[src/rtl/led_ctrl_pkg.sv]
// Lamp codes, phase encoding and per-approach lamp decode shared by the
// intersection phase arbiter and its round-robin helper.
package led_ctrl_pkg;

    localparam logic [2:0] LAMP_RED    = 3'b001;
    localparam logic [2:0] LAMP_YELLOW = 3'b010;
    localparam logic [2:0] LAMP_GREEN  = 3'b100;

    typedef enum logic [1:0] {
        ALL_RED,
        GREEN,
        YELLOW,
        WALK
    } phase_e;

    // Registered control flags of the phase sequencer.
    typedef struct packed {
        phase_e state;
        logic   ped_pending;
        logic   last_was_walk;
        logic   emerg_phase;
    } ctrl_t;

    // Lamp shown by one approach given the current phase and whether it holds the grant.
    function automatic logic [2:0] lamp_code(input phase_e ph, input logic sel);
        logic [2:0] code;
        code = LAMP_RED;
        if (sel && ph == GREEN)  code = LAMP_GREEN;
        if (sel && ph == YELLOW) code = LAMP_YELLOW;
        return code;
    endfunction

endpackage

[src/rtl/rr_arbiter.sv]
// Combinational round-robin search: first requester strictly after ptr,
// wrapping modulo N. Returns a one-hot grant and its index (grant is 0 when idle).
module rr_arbiter
    import led_ctrl_pkg::*;
#(
    parameter int N  = 4,
    parameter int IW = $clog2(N)
) (
    input  logic [N-1:0]  req,
    input  logic [IW-1:0] ptr,
    output logic [N-1:0]  gnt,
    output logic [IW-1:0] idx
);

    logic [N-1:0] hi_mask;
    logic [N-1:0] sel;

    // Positions above ptr win first; only if none request do we wrap to the bottom.
    always_comb begin
        hi_mask = '0;
        for (int i = 0; i < N; i++) begin
            hi_mask[i] = (i > int'(ptr));
        end
        sel = (|(req & hi_mask)) ? (req & hi_mask) : req;
    end

    always_comb begin
        gnt = '0;
        idx = '0;
        for (int i = N - 1; i >= 0; i--) begin
            if (sel[i]) begin
                gnt = '0;
                gnt[i] = 1'b1;
                idx = IW'(i);
            end
        end
    end

endmodule

[src/rtl/intersection_phase_arbiter.sv]
// Round-robin green arbiter for N car approaches plus a pedestrian walk phase.
// Optional emergency preemption is compiled in with `define EMERGENCY_PREEMPT_EN.
module intersection_phase_arbiter
    import led_ctrl_pkg::*;
#(
    parameter int N_APPROACH  = 4,
    parameter int MIN_GREEN   = 6,
    parameter int MAX_GREEN   = 20,
    parameter int YELLOW_CYC  = 3,
    parameter int ALL_RED_CYC = 2,
    parameter int WALK_CYC    = 8
) (
    input  logic                          clk,
    input  logic                          reset,
    input  logic [N_APPROACH-1:0]         car_req,
    input  logic                          ped_button,
`ifdef EMERGENCY_PREEMPT_EN
    input  logic                          emerg_req,
    input  logic [$clog2(N_APPROACH)-1:0] emerg_idx,
`endif
    output logic [3*N_APPROACH-1:0]       lights,
    output logic                          walk,
    output logic [$clog2(N_APPROACH)-1:0] grant_idx,
    output logic                          busy
);

    localparam int IW = $clog2(N_APPROACH);
    localparam int TW = $clog2(MAX_GREEN + 1);
    localparam logic [N_APPROACH-1:0] LSB = {{(N_APPROACH-1){1'b0}}, 1'b1};

    ctrl_t                 ctrl;
    logic [TW-1:0]         timer;
    logic [IW-1:0]         g;
    logic [IW-1:0]         rr_ptr;
    logic [IW-1:0]         rr_idx;
    logic [N_APPROACH-1:0] rr_gnt;
    logic                  em_req;
    logic [IW-1:0]         em_idx;
    logic                  ped_any;
    logic                  others;
    logic                  rr_any;
    logic                  em_steal;
    logic                  em_hold;

`ifdef EMERGENCY_PREEMPT_EN
    assign em_req = emerg_req;
    assign em_idx = emerg_idx;
`else
    assign em_req = 1'b0;
    assign em_idx = '0;
`endif

    // A button press on the decision cycle itself must count.
    assign ped_any  = ctrl.ped_pending | ped_button;
    assign others   = |(car_req & ~(LSB << g));
    assign rr_any   = |rr_gnt;
    assign em_steal = em_req && (em_idx != g);
    assign em_hold  = em_req && (em_idx == g);

    rr_arbiter #(
        .N  (N_APPROACH),
        .IW (IW)
    ) u_rr (
        .req (car_req),
        .ptr (rr_ptr),
        .gnt (rr_gnt),
        .idx (rr_idx)
    );

    always_ff @(posedge clk or posedge reset) begin
        if (reset) begin
            ctrl.state         <= ALL_RED;
            ctrl.ped_pending   <= 1'b0;
            ctrl.last_was_walk <= 1'b0;
            ctrl.emerg_phase   <= 1'b0;
            timer              <= '0;
            g                  <= '0;
            rr_ptr             <= IW'(N_APPROACH - 1);
        end else begin
            ctrl.ped_pending <= ped_any;
            timer            <= timer + TW'(1);
            case (ctrl.state)
                ALL_RED: begin
                    // Timer parks at the clearance threshold so an idle crossing re-decides every cycle.
                    if (timer >= TW'(ALL_RED_CYC - 1)) begin
                        timer <= timer;
                        if (em_req) begin
                            ctrl.state       <= GREEN;
                            ctrl.emerg_phase <= 1'b1;
                            g                <= em_idx;
                            timer            <= '0;
                        end else if (ped_any && !ctrl.last_was_walk) begin
                            ctrl.state       <= WALK;
                            ctrl.ped_pending <= 1'b0;
                            timer            <= '0;
                        end else if (rr_any) begin
                            ctrl.state       <= GREEN;
                            ctrl.emerg_phase <= 1'b0;
                            g                <= rr_idx;
                            timer            <= '0;
                        end else if (ped_any) begin
                            ctrl.state       <= WALK;
                            ctrl.ped_pending <= 1'b0;
                            timer            <= '0;
                        end
                    end
                end
                GREEN: begin
                    if (em_steal) begin
                        ctrl.state <= YELLOW;
                        timer      <= '0;
                    end else if (em_hold) begin
                        // Held indefinitely; saturating here forces yellow as soon as the hold drops.
                        if (timer >= TW'(MAX_GREEN - 1)) timer <= timer;
                    end else if (timer >= TW'(MAX_GREEN - 1)) begin
                        ctrl.state <= YELLOW;
                        timer      <= '0;
                    end else if (timer >= TW'(MIN_GREEN - 1) &&
                                 (!car_req[g] || others || ctrl.ped_pending)) begin
                        ctrl.state <= YELLOW;
                        timer      <= '0;
                    end
                end
                YELLOW: begin
                    if (timer >= TW'(YELLOW_CYC - 1)) begin
                        ctrl.state         <= ALL_RED;
                        ctrl.last_was_walk <= 1'b0;
                        timer              <= '0;
                        if (!ctrl.emerg_phase) rr_ptr <= g;
                    end
                end
                WALK: begin
                    if (em_req) begin
                        ctrl.state       <= ALL_RED;
                        ctrl.ped_pending <= 1'b1;
                        timer            <= '0;
                    end else if (timer >= TW'(WALK_CYC - 1)) begin
                        ctrl.state         <= ALL_RED;
                        ctrl.last_was_walk <= 1'b1;
                        timer              <= '0;
                    end
                end
                default: begin
                    ctrl.state <= ALL_RED;
                    timer      <= '0;
                end
            endcase
        end
    end

    for (genvar i = 0; i < N_APPROACH; i++) begin : g_lamp
        assign lights[3*i +: 3] = lamp_code(ctrl.state, g == IW'(i));
    end

    assign walk      = (ctrl.state == WALK);
    assign busy      = (ctrl.state != ALL_RED);
    assign grant_idx = g;

endmodule

[config.mk]
export PLATFORM = sky130hd
export DESIGN_NAME = intersection_phase_arbiter
export DESIGN_NICKNAME = d
export VERILOG_FILES = /design/src/rtl/led_ctrl_pkg.sv /design/src/rtl/rr_arbiter.sv /design/src/rtl/intersection_phase_arbiter.sv
export SDC_FILE = /design/constraint.sdc
export NUM_CORES = 1
export LEC_CHECK = 0
export CORE_MARGIN = 3
export CORE_UTILIZATION = 50
export DETAILED_ROUTE_END_ITERATION = 6
export HOLD_SLACK_MARGIN = 0.06
export PLACE_DENSITY = 0.79
export SLEW_MARGIN = 20
export SYNTH_ARGS = -nofsm -noshare
export SYNTH_HDL_FRONTEND = slang
export SYNTH_SLANG_ARGS = --single-unit
[constraint.sdc]
create_clock -name clk -period 2.4 [get_ports clk]
set_input_delay 0.48 -clock clk [delete_from_list [all_inputs] [get_ports clk]]
set_output_delay 0.48 -clock clk [all_outputs]
set_load 0.02 [all_outputs]
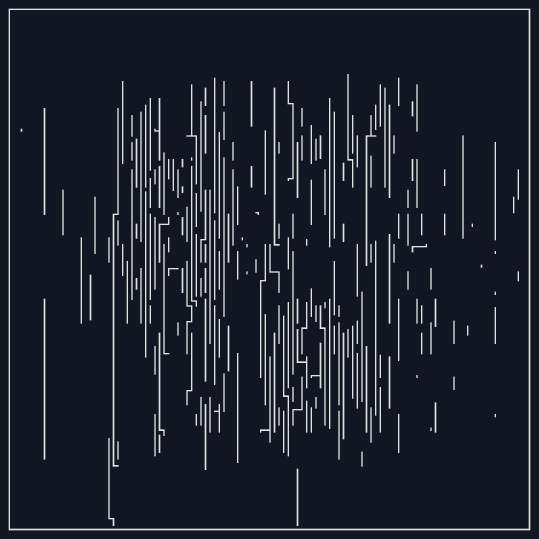
run_1/m2.png
Scale: 10 px per µm.
main direction	vertical
wire length on this layer	1070 µm
longest straight run	25.2 µm
met2 GRT Util: 0.314
via count: 1016

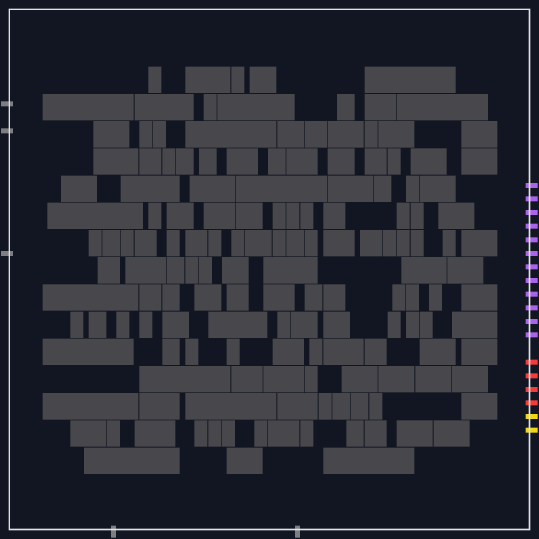
run_1/pinout.png
Scale: 10 px per µm. Pins as bars across the die edge, other pins in gray.
color	port	pins	direction	edge
red	car_req	4	input	east
yellow	grant_idx	2	output	east
purple	lights	12	output	east
all pins by edge	18 east, 3 west, 2 south
Die Y-Extent: 51.9 µm
I/O Buffers: 22

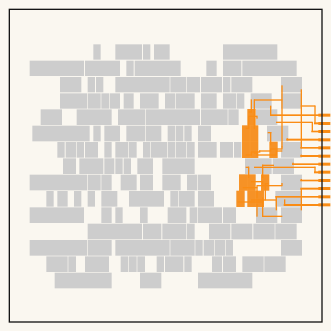
run_1/port_trees.png
Scale: 6 px per µm.
color	port	direction	end cells	wire
orange	lights	output	12	165 µm
total I/O pin count: 23

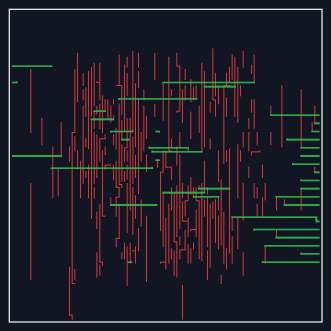
run_1/layers.png
Scale: 6 px per µm. Only two layers are drawn.
color	layer	wire length
green	M3	213 µm
red	M2	1070 µm
Routed WL: 2540 µm
per-cell routed wire length: 14.4 µm
global-route total usage across every layer: 0.218

==> run 1: final cells by class <==
class,count,area [µm²],area share
Multi-Input combinational cell,103,678,0.512
Timing Repair Buffer,22,225,0.170
Inverter,9,33.8,0.0255
Tap cell,25,31.3,0.0236
Clock buffer,4,26.3,0.0198
Sequential cell,13,330,0.249
==> run 1: cell families (layout without fill, tap and decap cells) <==
kind of cell | count (synthesis) | after routing | synth area share
AND-OR/OR-AND | 35 | 35 | 0.266
adder cells (fa/ha/maj) | 3 | 3 | 0.0357
buffers and inverters | 11 | 35 | 0.0440
flip-flops | 13 | 13 | 0.312
multiplexers | 3 | 3 | 0.0309
AND/OR/NAND/NOR | 62 | 62 | 0.312
==> run 1: cell usage after synthesis, types with 2 or more instances <==
| library cell | number | area share |
|---|---|---|
| a21o_1 | 2 | 0.014 |
| a21oi_1 | 10 | 0.048 |
| a21oi_2 | 2 | 0.017 |
| dfrtp_1 | 11 | 0.26 |
| dfstp_2 | 2 | 0.050 |
| ha_1 | 3 | 0.036 |
| inv_1 | 8 | 0.029 |
| nand2_1 | 16 | 0.057 |
| nand2b_1 | 5 | 0.030 |
| nand3_1 | 3 | 0.014 |
| nor2_1 | 24 | 0.086 |
| nor2_2 | 2 | 0.012 |
| o21ai_2 | 4 | 0.033 |
| o22ai_1 | 2 | 0.012 |
| o31ai_1 | 2 | 0.014 |
==> run 1: state kept, by name, summed over array words and instances (netlist names) <==
register,cells
timer,5
ctrl,4
grant_idx,2
rr_ptr,2
==> run 1: layout by cell type (no fill, tap or decap), types with 3 or more instances in the layout <==
cell type and n:
dfrtp_1 9, a21oi_1 10, nand2b_1 5, clkdlybuf4s50_1 20
nand2_1 16, clkbuf_4 3, nor2_1 24, inv_1 8
nand3_1 3, o21ai_2 4, ha_1 3
==> run 1: worst reg2reg max path, stage by stage, from the launching register on <==
cell and delay, ns:
dfrtp_1 0.49, ha_1 0.30, a21o_1 0.19, or3_1 0.32, a21oi_2 0.22, o21ai_2 0.13
o32ai_2 0.28
==> run 1: metrics by stage <==
step / cells / instance area (µm²)
finish: 176 / 1330
global route: 176 / 1330
CTS: 176 / 1320
detailed placement: 172 / 1290
global placement: 172 / 1290
floorplan: 127 / 1050
==> run 1: power groups by stage <==
| stage | Sequential [mW] | Combinational (mW) | Clock (mW) |
|---|---|---|---|
| after floorplan | 0.425 | 0.796 | 0 |
| after global placement | 0.453 | 1.08 | 0 |
| after detailed placement | 0.457 | 1.10 | 0 |
| after CTS | 0.453 | 1.11 | 0.142 |
| after global routing | 0.480 | 1.22 | 0.150 |
| final | 0.460 | 1.11 | 0.139 |
==> run 1: final timing paths <==
kind	slack (ns)	end	cells past startpoint	start
worst max-delay path	0.13	lights[11]	3	ctrl[4]
worst min-delay path	0.52	timer[0]	2	reset
worst max register to register	0.39	timer[1]	6	timer[0]
worst min register to register	0.60	ctrl[1]	2	ctrl[3]
max in group asynchronous	1.50	ctrl[3]	2	reset
min in group clk	0.60	ctrl[1]	2	ctrl[3]
==> run 1: repair_timing <==
item / CTS / global route
setup buffers: 0 / 0
gates resized: 0 / 4
endpoints found under the setup margin: 0 / 4
==> run summary, run 1 <==
The flow run is done. Total power normalized to cell area comes to 1290 mW/mm². Synthesized netlist cell count landed at 127. Number of buffers created by CTS landed at 3. The layout summary lists the proportion of cells stronger than drive strength 1 as 0.185.

The run finished with clean final reports. Share of async-settable or async-resettable flops after synthesis landed at 1.00. Number of diodes landed at 0. Relative to the synthesized area, the layout overhead comes to 25.9%. Clock tree buffer depth landed at 2. Among all stages on the critical path, the maximum delay recorded is 0.63 ns. Per the final report, max-transition violations number 0. Post-synthesis sequential area ratio landed at 0.312. Summed over all failing endpoints, the final setup total negative slack is 0 ns. Internal power comes to 0.849 mW. Across the run, the number of max-cap violations was 0. Tally of nets with antenna violations remaining after routing landed at 0. OpenROAD emitted warnings numbering 28. In the final design database the tool counted 162 nets. Buffering stage count on the worst path with inverters included landed at 1. The violation tally recorded at the end of detailed-routing iteration 0 is 31. For this design, Yosys synthesis ends with a cell count of 127. Count of standard-cell rows landed at 15. The slew check shows that the tightest pin keeps a relative margin of 0.656. During synthesis, Yosys emitted a total of 0 warnings.

Averaged over all synthesized cells, the footprint is 8.29 µm². The share of total power dissipated in combinational logic is 0.649. Switching power as a fraction of the total was reported as 0.503. STA classifies the critical path startpoint as a flip-flop.

Area of the mapped netlist landed at 0.00105 mm². Post-synth the commonest register cell is dfrtp_1. The placement summary gives the final routability congestion estimate as 0.860. Clock sink total landed at 13.
## Run 2: what changed since run 1
==> constraint.sdc (replaced) <==
create_clock -name clk -period 2.4 [get_ports clk]
set_input_delay 0.48 -clock clk [delete_from_list [all_inputs] [get_ports clk]]
set_output_delay 0.48 -clock clk [all_outputs]
set_load 0.05 [all_outputs]
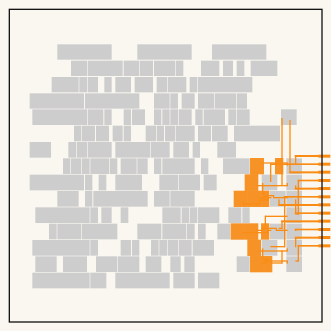
run_2/port_trees.png
Scale: 6 px per µm.
color	port	direction	end cells	wire
orange	lights	output	12	164 µm

==> run summary, run 2 <==
The flow run is done. The flow ran to the end, and the final reports show no timing, DRC or antenna violations. Of the combinational cells, the family taking the most area is simple AND/OR/NAND/NOR gates. Of the total synthesized cell area, the portion taken by full adders, half adders and majority gates is 0.0357. Die outline area landed at 0.00269 mm². Worst relative slew slack landed at 0.669.

By count the netlist is led by nor2_1 (24), nand2_1 (16), dfrtp_1 (11), a21oi_1 (10), inv_1 (8). Per the synth stats, the flop cell with the highest instance count is dfrtp_1. No sink is reached through more buffers than the 2 on the longest clock path. Area fraction in xor and xnor cells landed at 0. Mux contribution to synthesized area landed at 0.0309. Number of buffers created by CTS landed at 3. The area fraction of the largest cell type after synthesis is 0.262.

The wire length recorded after detailed routing is 2520 µm. A synthesized cell averages 8.29 µm². Per the final report, max-transition violations number 0. Counting flops per register, the top entry is timer.

The congestion estimate from routability-driven global placement came to 0.910. Per the synth stats, the proportion of register bits with asynchronous set or reset is 1.00. Post-CTS repair changed the size of 0 cells. Total global-route track usage over all layers is 0.216. Height of the die landed at 51.9 µm. Compared with the post-synthesis result, the final layout area differs by 25.0%. Summing every instance area after synthesis gives 0.00105 mm².

The worst setup path is launched from a flip-flop. Area fraction in and, or, nand and nor cells after synthesis landed at 0.312. The top cell types in the final layout, fill and taps aside, are nand2_1 (16), nor2_1 (16), buf_4 (13). Post-layout net count landed at 163.

Effective utilization at floorplan landed at 0.566. The tool flagged a number of max-cap violations equal to 0. Per the synthesis report, the dominant area consumer among library cells is dfrtp_1. Post-synthesis compound-gate area fraction landed at 0.266. Of the cells placed in the final design, the portion with a size suffix greater than 1 is 0.309.

Port buffering added 22 buffers. Detailed-route iteration 0 reported a violation count of 37. Stage-log warning count landed at 28. The detailed router placed 1010 vias in this run. Number of cell instances after yosys synthesis landed at 127. Total cell area at the placement stage landed at 0.00129 mm².

Number of diodes landed at 0. The most common cell in the synthesized netlist is nor2_1. Combinational gate area landed at 698 µm².

Of the synthesized area, sequential elements account for 0.312. The largest registers in the layout are timer x5, ctrl x4.
## run 2: cell type report
type | count | share of cell area
Multi-Input combinational cell | 103 | 0.531
Sequential cell | 13 | 0.249
Tap cell | 25 | 0.0238
Inverter | 9 | 0.0257
Timing Repair Buffer | 23 | 0.150
Clock buffer | 4 | 0.0200
## run 2: through the flow
stage / util / power [mW] / worst slack (ns) / instances
floorplan: - / 1.46 / 0.137 / 127
global placement: 0.694 / 1.77 / 0.181 / 173
detailed placement: 0.694 / 1.79 / 0.118 / 173
CTS: 0.708 / 1.94 / 0.0848 / 177
global route: 0.708 / 2.07 / 0.00332 / 177
finish: 0.708 / 1.93 / 0.0774 / 177
## run 2: worst paths after layout
kind,to,slack (ns),cells after the start,start
worst max-delay path,busy,0.08,3,ctrl[4]
worst min-delay path,ctrl[4],0.51,2,reset
worst max register to register,timer[1],0.40,6,timer[1]
worst min register to register,ctrl[2],0.61,2,ctrl[1]
max in group asynchronous,rr_ptr[0],1.53,2,reset
min in group clk,ctrl[2],0.61,2,ctrl[1]
## run 2: layer usage
layer | vias up | global-route usage | part of all wire
met3 | 8 | 0.0229 | 0.071
met4 | 0 | 0.131 | 0.025
met1 | 454 | 0.308 | 0.47
met5 | - | 0 | 0
li1 | 504 | - | -
met2 | 44 | 0.312 | 0.44
## run 2: critical path, cell delays in order, from the launching register on
cell and delay (ns):
dfrtp_1 0.49, nor2_2 0.11, inv_2 0.14, clkdlybuf4s50_1 0.82
## run 2: kinds of logic (layout without fill, tap and decap cells)
| logic type | after synthesis | in the layout |
|---|---|---|
| AND/OR/NAND/NOR | 62 | 62 |
| buffers and inverters | 11 | 36 |
| AND-OR/OR-AND | 35 | 35 |
| adder cells (fa/ha/maj) | 3 | 3 |
| flip-flops | 13 | 13 |
| multiplexers | 3 | 3 |
## run 2: power breakdown
group	switching (mW)	internal, mW
Clock	0.0734	0.0647
Combinational	0.879	0.467
Sequential	0.140	0.310
run_2/layers.png
Scale: 6 px per µm. Only two layers are drawn.
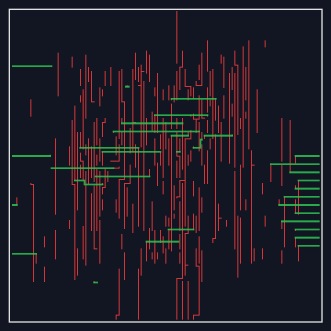

## Run 3: what changed since run 2
--- a/config.mk
+++ b/config.mk
@@ -14,3 +14,4 @@
 export SYNTH_ARGS = -nofsm -noshare
 export SYNTH_HDL_FRONTEND = slang
 export SYNTH_SLANG_ARGS = --single-unit
+export TNS_END_PERCENT = 50
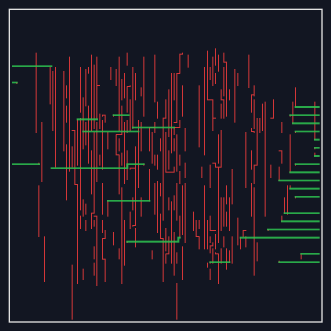
run_3/layers.png
Scale: 6 px per µm. Only two layers are drawn.
color	layer	wire length
red	M2	1090 µm
green	M3	155 µm
via count: 994
per-cell routed wire length: 13.8 µm
global-route total usage across every layer: 0.194
Routed WL: 2420 µm

==> run summary, run 3 <==
The flow run is done. For this run the top cell type by instance count after synthesis was nor2_1. The flow ran to the end, and the final reports show no timing, DRC or antenna violations. Count of pins on the block boundary landed at 23. The cell-mix breakdown from Yosys lists the XOR/XNOR area share as 0. The share of synthesized area in the top cell type comes to 0.262. Once routing completed, OpenROAD measured the worst setup slack at 0.145 ns. In the synthesized netlist, the dominant kind of combinational cell is simple AND/OR/NAND/NOR gates. Storage element area landed at 328 µm². The die covers 0.00269 mm². Number of cell instances after yosys synthesis landed at 127. After synthesis, the cell types taking the most area are dfrtp_1 (26%), nor2_1 (8.6%), nand2_1 (5.7%), dfstp_2 (5.0%), a21oi_1 (4.8%). Height of the die landed at 51.9 µm. For the final routed database, the setup TNS stands at 0 ns. The top cell type in the final layout, fill and taps aside, is nor2_1. Mux contribution to synthesized area landed at 0.0309. The completed layout was analyzed and its total power is 1.91 mW. Counting flops per register, the top entry is timer. Combinational gate area landed at 688 µm². The worst setup path is launched from a flip-flop.

The largest registers in the layout are timer x5, ctrl x4.
[run 3: cell types whose count changed in the layout (fill, tap and decap cells not counted), sizes merged]
cell,delta
buf,-1
clkdlybuf4s50,-1
dlymetal6s2s,+1
clkbuf,-1
clkinv,+1
[run 3: critical path, stage by stage (launching register included)]
cell and delay [ns]:
dfrtp_1 0.47, nand2_1 0.14, inv_1 0.08, clkdlybuf4s50_1 0.80
[run 3: metrics by stage]
stage | std cells | utilization
3_3_place_gp | 172 | 0.684
6_report | 176 | 0.700
4_1_cts | 176 | 0.699
5_1_grt | 176 | 0.700
3_5_place_dp | 172 | 0.684
2_1_floorplan | 127 | -
[run 3: cell families after synthesis]
kind of cell / after synthesis
buffers and inverters: 11
and+or+nand+nor: 62
muxes: 3
DFF: 13
adders and majority gates: 3
AOI/OAI and AO/OA: 35
[run 3: cell type report]
class                           count  area share
Multi-Input combinational cell    103       0.529
Sequential cell                    13       0.252
Timing Repair Buffer               22       0.148
Inverter                            9      0.0260
Tap cell                           25      0.0240
Clock buffer                        3      0.0173
Clock inverter                      1     0.00385
[run 3: report_power, final]
group	total [mW]	switching, mW	internal (mW)
Combinational	1.31	0.860	0.453
Clock	0.141	0.0793	0.0620
Sequential	0.454	0.144	0.310
[run 3: metal layers]
layer  up-vias  share of wire  GRT usage
met5         -              0          0
met4         0          0.013     0.0699
met3         4          0.064     0.0344
met2        34           0.45      0.318
met1       458           0.47      0.255
li1        498              -          -
[run 3: repair_timing]
action | in CTS | in global routing
endpoints found under the setup margin | 0 | 1
buffers inserted | 0 | 0
gates resized | 0 | 1
[run 3: worst paths after layout]
kind	start	end	depth (start not counted)
max reg2reg	timer[0]	timer[1]	6
min reg2reg	ctrl[1]	ctrl[2]	2
max in group asynchronous	reset	rr_ptr[0]	2
max	ctrl[4]	walk	3
min	reset	timer[1]	2
min in group clk	ctrl[1]	ctrl[2]	2
Power is estimated from default activity; no workload was simulated.
